==> images/port_nets.png <==
Scale: 1 px per µm.
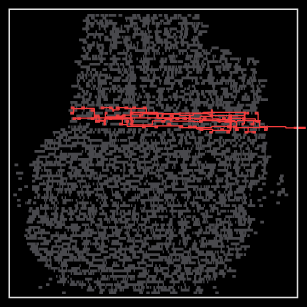
==> images/cell_classes.png <==
Scale: 1 px per µm. Fill, decap, tap and diode cells in gray.
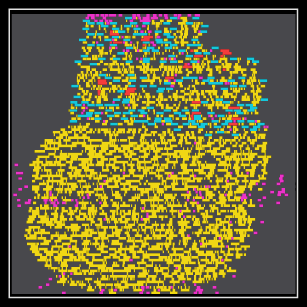
==> images/clock_map.png <==
Scale: 1.5 px per µm.
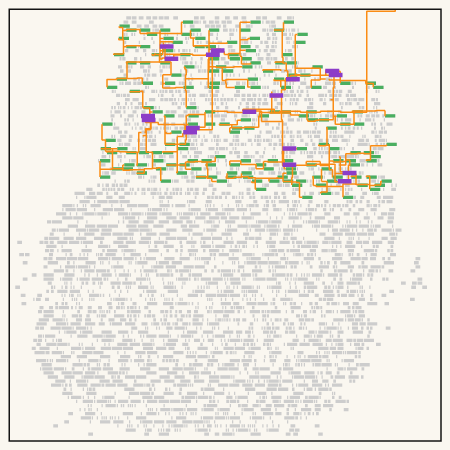
==> images/met2.png <==
Scale: 1.5 px per µm. Cells faint in the background.
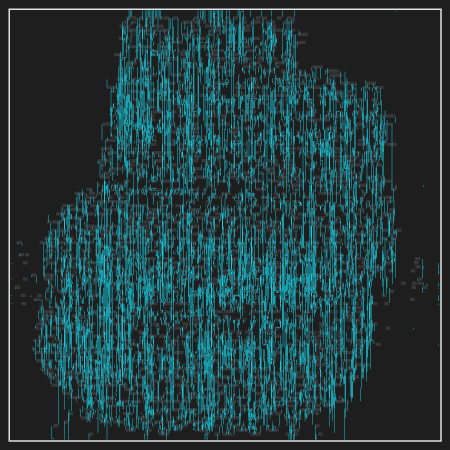
### src/rtl/iq_demodulator.sv
// iq_demodulator: multiplies a real sample stream by cos/sin LO samples and
// integrate-and-dumps the products into baseband I/Q, one pair per decim samples.
// Build option IQ_DEMOD_SAT_EN: clamp outputs to the OW signed range and flag
// the clamp on o_sat. Without it, outputs wrap and o_sat stays 0.
module iq_demodulator #(
    parameter int unsigned IW     = 16,
    parameter int unsigned LW     = 16,
    parameter int unsigned DW     = 8,
    parameter int unsigned OW     = 16,
    parameter int unsigned OSHIFT = 15
) (
    input  logic                 i_clk,
    input  logic                 i_reset,
    input  logic                 i_ce,
    input  logic signed [IW-1:0] i_sample,
    input  logic signed [LW-1:0] i_lo_i,
    input  logic signed [LW-1:0] i_lo_q,
    input  logic                 i_update,
    input  logic        [DW-1:0] i_decim,
    output logic signed [OW-1:0] o_i,
    output logic signed [OW-1:0] o_q,
    output logic                 o_valid,
    output logic                 o_sat
);

    localparam int unsigned PW = IW + LW;
    localparam int unsigned AW = PW + DW;

`ifdef IQ_DEMOD_SAT_EN
    localparam logic signed [AW-1:0] SAT_MAX = {{(AW-OW+1){1'b0}}, {(OW-1){1'b1}}};
    localparam logic signed [AW-1:0] SAT_MIN = ~SAT_MAX;

    // Shift, then clamp into the output range; MSB of the result flags a clamp.
    function automatic logic [OW:0] reduce_f(input logic signed [AW-1:0] sum);
        logic signed [AW-1:0] sh;
        sh = sum >>> OSHIFT;
        if (sh > SAT_MAX)      reduce_f = {1'b1, 1'b0, {(OW-1){1'b1}}};
        else if (sh < SAT_MIN) reduce_f = {1'b1, 1'b1, {(OW-1){1'b0}}};
        else                   reduce_f = {1'b0, sh[OW-1:0]};
    endfunction
`endif

    logic signed [PW-1:0] p_i_q, p_i_d, p_q_q, p_q_d;
    logic                 p_v_q, p_v_d;
    logic signed [AW-1:0] acc_i_q, acc_i_d, acc_q_q, acc_q_d;
    logic        [DW-1:0] cnt_q, cnt_d;
    logic        [DW-1:0] decim_q, decim_d;
    logic signed [OW-1:0] o_i_q, o_i_d, o_q_q, o_q_d;
    logic                 valid_q, valid_d;
    logic                 sat_q, sat_d;

    logic signed [PW-1:0] s_ext, li_ext, lq_ext;
    logic signed [AW-1:0] sum_i, sum_q;
`ifdef IQ_DEMOD_SAT_EN
    logic        [OW:0]   red_i, red_q;
`endif

    // Next-state: multiply stage, accumulate/dump stage, update override.
    always_comb begin
        p_i_d   = p_i_q;
        p_q_d   = p_q_q;
        p_v_d   = 1'b0;
        acc_i_d = acc_i_q;
        acc_q_d = acc_q_q;
        cnt_d   = cnt_q;
        decim_d = decim_q;
        o_i_d   = o_i_q;
        o_q_d   = o_q_q;
        valid_d = 1'b0;
        sat_d   = 1'b0;

        s_ext  = {{LW{i_sample[IW-1]}}, i_sample};
        li_ext = {{IW{i_lo_i[LW-1]}}, i_lo_i};
        lq_ext = {{IW{i_lo_q[LW-1]}}, i_lo_q};
        sum_i  = acc_i_q + {{DW{p_i_q[PW-1]}}, p_i_q};
        sum_q  = acc_q_q + {{DW{p_q_q[PW-1]}}, p_q_q};
`ifdef IQ_DEMOD_SAT_EN
        red_i  = reduce_f(sum_i);
        red_q  = reduce_f(sum_q);
`endif

        if (i_ce) begin
            p_i_d = s_ext * li_ext;
            p_q_d = s_ext * lq_ext;
            p_v_d = 1'b1;
        end

        if (p_v_q) begin
            if (cnt_q == decim_q - DW'(1)) begin
`ifdef IQ_DEMOD_SAT_EN
                o_i_d = red_i[OW-1:0];
                o_q_d = red_q[OW-1:0];
                sat_d = red_i[OW] | red_q[OW];
`else
                o_i_d = sum_i[OSHIFT +: OW];
                o_q_d = sum_q[OSHIFT +: OW];
`endif
                valid_d = 1'b1;
                acc_i_d = '0;
                acc_q_d = '0;
                cnt_d   = '0;
            end else begin
                acc_i_d = sum_i;
                acc_q_d = sum_q;
                cnt_d   = cnt_q + DW'(1);
            end
        end

        // Update restarts integration and drops anything in flight.
        if (i_update) begin
            decim_d = (i_decim == '0) ? DW'(1) : i_decim;
            cnt_d   = '0;
            acc_i_d = '0;
            acc_q_d = '0;
            p_v_d   = 1'b0;
            o_i_d   = o_i_q;
            o_q_d   = o_q_q;
            valid_d = 1'b0;
            sat_d   = 1'b0;
        end
    end

    // State registers with synchronous reset.
    always_ff @(posedge i_clk) begin
        if (i_reset) begin
            p_i_q   <= '0;
            p_q_q   <= '0;
            p_v_q   <= 1'b0;
            acc_i_q <= '0;
            acc_q_q <= '0;
            cnt_q   <= '0;
            decim_q <= DW'(1);
            o_i_q   <= '0;
            o_q_q   <= '0;
            valid_q <= 1'b0;
            sat_q   <= 1'b0;
        end else begin
            p_i_q   <= p_i_d;
            p_q_q   <= p_q_d;
            p_v_q   <= p_v_d;
            acc_i_q <= acc_i_d;
            acc_q_q <= acc_q_d;
            cnt_q   <= cnt_d;
            decim_q <= decim_d;
            o_i_q   <= o_i_d;
            o_q_q   <= o_q_d;
            valid_q <= valid_d;
            sat_q   <= sat_d;
        end
    end

    assign o_i     = o_i_q;
    assign o_q     = o_q_q;
    assign o_valid = valid_q;
    assign o_sat   = sat_q;

endmodule

### config.mk
export PLATFORM = sky130hd
export DESIGN_NAME = iq_demodulator
export DESIGN_NICKNAME = d
export VERILOG_FILES = /design/src/rtl/iq_demodulator.sv
export SDC_FILE = /design/constraint.sdc
export NUM_CORES = 2
export LEC_CHECK = 0
export CORE_MARGIN = 1.5
export CORE_UTILIZATION = 35
export CTS_CLUSTER_SIZE = 40
export DETAILED_ROUTE_END_ITERATION = 7
export GPL_TIMING_DRIVEN = 0
export PLACE_DENSITY = 0.56
export SYNTH_ARGS = -nofsm -noshare
export SYNTH_HDL_FRONTEND = slang
export SYNTH_SLANG_ARGS = --single-unit
### constraint.sdc
create_clock -name i_clk -period 16.6 [get_ports i_clk]
set_input_delay 3.32 -clock i_clk [delete_from_list [all_inputs] [get_ports i_clk]]
set_output_delay 3.32 -clock i_clk [all_outputs]
set_load 0.01 [all_outputs]
==> flow_summary_export.csv <==
group,metric,value,unit
final_timing,hold_viol_final,0,
final_layout,drive_gt1_share,1.36,%
clocking,cts_hold_buf,0,
worst_setup_path,r2r_end,"o_q[15]",
final_layout,nMultiInputCombCells,2299,
clocking,cts_buffers,17,
clocking,clk_path_buf_depth,2,
floorplan,fp-row-count,103,
global_routing,grt_max_degree,17,
final_layout,fin_util,39.0,%
placed_design,dp.cells,4329,
clocking,cts_tree,"yes",
final_timing,drv_slew,0,
synthesis,synth_seq_share,12.4,%
worst_setup_path,rrSetupSlack,13.04,ns
final_layout,nets,4094,
outcome,status,"finished, final reports clean",
synthesis,ys.flop_type,"dfxtp_1",
synthesis,synth_top_cell_by_count,"inv_1",
worst_setup_path,reg2reg_depth,13,
synthesis,synth.distinct_cells,65,
final_layout,nonClkBufAreaFrac,4.56,%
final_timing,finalCritPeriodShare,63.5,%
worst_setup_path,path_cells,"clkdlybuf4s50_1 > clkbuf_1 > and2_1 > fa_1 > inv_1 > fa_1 > fa_1 > inv_1 > fa_1 > fa_1 > inv_1 > fa_1 > inv_1 > ha_1 > a21o_1 > a21oi_1 > o21ai_0 > a41o_1 > nor4_1 > o31ai_1 > o41a_1 > a31oi_1 > xnor2_1 > a211oi_1",
final_timing,min_period,10.55,ns
floorplan,dieWidth,287,µm
final_timing,rsz0062_at_grt,"false",
hold_path,hp-start,"acc_i_q[22]",
final_layout,n_clock_buffer,18,
detailed_routing,route.antenna.remaining_nets,0,
synthesis,ys_top_cells_by_area,"fa_1 (36%), dfxtp_1 (12%), ha_1 (9.9%)",
final_timing,max-slew-margin-rel,31.7,%
final_layout,biggestCellCategory,"combinational gates",
final_layout,flop-count,174,
floorplan,ios,94,
final_layout,inv_count,580,
final_timing,max_freq,0.0948,GHz
synthesis,synth_flops,174,
worst_setup_path,crit_path_end_kind,"register",
final_layout,layout.cells.most_common,"inv_1",
hold_path,min_path_type,"reg -> reg",
floorplan,chip_area,82300,µm²
worst_setup_path,required,16.88,ns
synthesis,yosysCellCount,3190,
global_routing,grt_first_pass_wirelength,128,mm
synthesis,syn_area,28200,µm²
clocking,cts_root_buf,"clkbuf_16",
floorplan,coreArea,79400,µm²
clocking,clk_pin_slew,0.07,ns
floorplan,fp_util,35.5,%
final_layout,comb_area_share,71.1,%
placed_design,globalplace.congestion,0.909,
job,warnings,26,
detailed_routing,routed_wl,80.5,mm
job,cap_violations,0,
worst_setup_path,cp.buffers_inverters,6,
synthesis,syn-mean-instance-area,8.84,µm²
global_routing,antenna_found_initial,5,
synthesis,synthCells,3190,
synthesis,yosys_area,28200,µm²
final_layout,layout_top_cells,"inv_1 (579), fa_1 (514), nand2_1 (373)",
final_layout,comb_area,22000,µm²
synthesis,top_area_share,36.5,%
final_layout,nFillCells,8255,
detailed_routing,vias,21644,
worst_setup_path,r2r_start,"p_q_q[0]",
clocking,cts_resized,0,
detailed_routing,drtIter0Drc,1276,
clocking,worstSkewPairLatency,0.43,ns
final_layout,n_all_buffers,226,
floorplan,nWellTaps,1050,
worst_setup_path,crit_cells,24,
About port_nets.png:
color	port	bits	direction	edge	end cells	buffers	wire
red	i_ce	1	input	east	71	8	1240 µm

About cell_classes.png:
color	class	cells
red	clock drivers and dummy loads	32
yellow	all other logic	2879
cyan	flip-flops	174
magenta	other buffers and delay cells	226

About clock_map.png:
[orange] clock wires | length: 2460 µm
[purple] cells driving clock nets | count: 17
[green] flip-flops | count: 174
routed clock nets	18

About met2.png:
nets with wire on the layer	3472
main direction	vertical
wire length on this layer	37.6 mm

worst max-delay path by stage:
stage                      endpoint  slack (ns)         start
after CTS                 p_i_q[30]        6.17   i_sample[7]
final                     p_i_q[30]        6.05   i_sample[7]
after floorplan           p_i_q[30]        7.49  i_sample[15]
after global routing      p_i_q[30]        5.75   i_sample[7]
after global placement    p_i_q[30]        5.79   i_sample[7]
after detailed placement  p_i_q[30]        5.73   i_sample[7]
registers in the layout, indices dropped and copies added (netlist names):
name,flops
acc_i_q,31
p_q_q,31
cnt_q,8
p_v_q,1
o_i,16
o_valid,1
o_q,16
p_i_q,31
decim_q,8
acc_q_q,31
cell families after synthesis:
| kind of cell | share of synthesized area (%) |
|---|---|
| mux | 1.85 |
| simple gates | 16.2 |
| buf+inv | 9.57 |
| compound gates | 9.30 |
| xor+xnor | 4.38 |
| fa+ha+maj | 46.3 |
| flops | 12.4 |
| other cells | 0.0133 |
metrics by stage:
stage               setup WS [ns]  area [µm²]  hold WS (ns)
floorplan                    7.49       28200         0.420
global placement             5.79       30400         0.432
detailed placement           5.73       30400         0.439
CTS                          6.17       31000         0.448
global route                 5.75       31000         0.481
finish                       6.05       31000         0.448
routing by layer:
layer	part of all wire, %	GRT usage (%)
met5	0.0099	0
met4	2.6	5.30
met3	5.5	2.48
met2	47	34.2
met1	45	27.9
